Design hazard_ctrl, sky130hd; sources not shown.
**Signal wires on met2**

Scale bar: 20 um. Cells faint in the background.
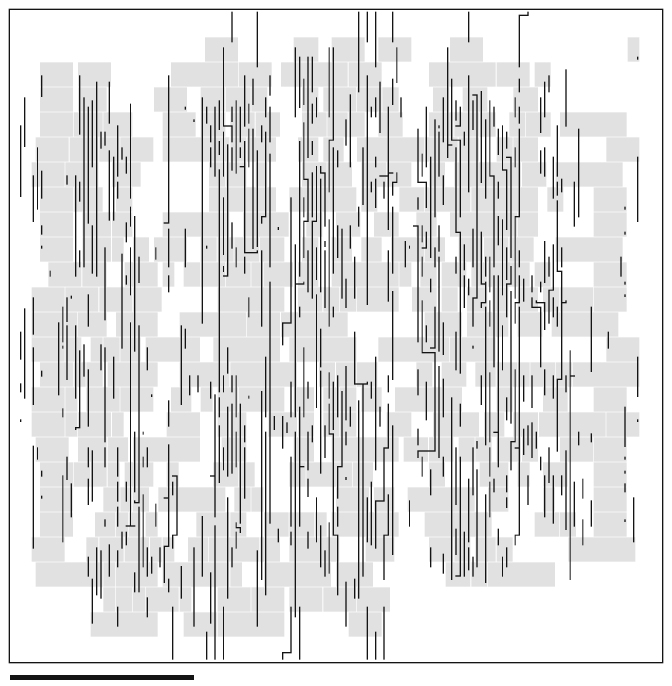
longest straight run: 26.2 um
main direction: vertical
met2 usage: 35.9%
final WL: 5150 um
via count: 2,261

**Met1 routing**

Scale bar: 20 um. Supply wires on this layer in grey. Cells faint in the background.
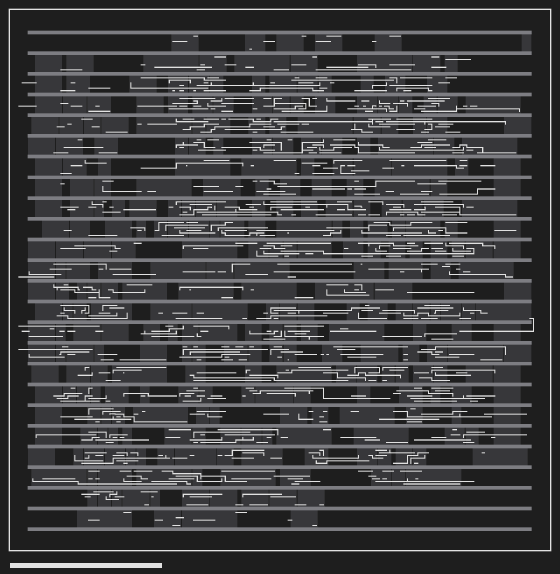
main direction: horizontal
wire length on this layer: 2,190 um
share of all routed wire: 43%
nets with wire on the layer: 291
met1 global-route usage: 25.3%

==> flow_summary.ini <==
; flow metrics
[cts]
cts_resized = 0
ctsHoldBuffers = 0
cts_root_buffer = clkbuf_8
clk_latency_ns = 0.29
htree_levels = 2
cts_setup_buffers = 0

[placed_design]
dp_cells = 366
gp_congestion = 0.720

[routing]
avgViaCountPerCell = 6.06
wl_met2_um = 2560
m1WireLength_um = 2190
highest_layer = met4
drt_pass1_iterations = 4

[cells_and_area]
signal_buffers = 68
n_all_inverters = 8
comb-cell-share_pct = 45.6
clock_area_share_pct = 2.93
layout_top_cell = clkdlybuf4s50_1
syn2layout_area_growth_pct = 31.7
drive_gt1_share_pct = 8.41
diodes = 0
final-nonclk-buf-share_pct = 23.2

[grt]
grt_use_total_pct = 20.7
antenna_found_initial = 0

[pwr]
ir_worst_vdd_mv = 0.146
power.share.switching_pct = 26.0
intPower_uw = 609
top_power_group = registers
p_leak_uw = 0.00100
powerClk_uw = 283

[synthesis]
synthCells = 264
synth_adder_area_share_pct = 1.12
synth_area_leader_cell = dfxtp_1
synth-edff-count = 0
numSynthFlops = 37
syn_area_sq_um = 2240
yosysCellCount = 264
yosys_most_used_dff = dfxtp_1
syn_nets = 291
synthDistinctLibCells = 47

[critical_path]
crit_chain = clkdlybuf4s50_1, or4_1, o21ai_1, nand2b_1, o21ai_0, a21oi_1, clkdlybuf4s50_1
r2r_setup_slack_ns = 1.66
cp-start-kind = primary input
crit_path_frequent_cell = clkdlybuf4s50_1
worstSetupEndpointType = output pin
cp_slowest_stage_delay_ns = 0.55
worst-path-stages = 7

[floorplan]
dieArea_sq_um = 5030
fp-row-count = 24

[sta]
setup_tns_ns = 0
holdWs_ns = 0.443
relSlewSlack_pct = 53.7
slew_violations = 0
fin_crit_sh_pct = 77.5
fin_ws_ns = 0.856
fmax_ghz = 0.340
finClkSkew_ns = 0.00661

[hold_path]
hold_depth = 2

[run_status]
status = finished clean
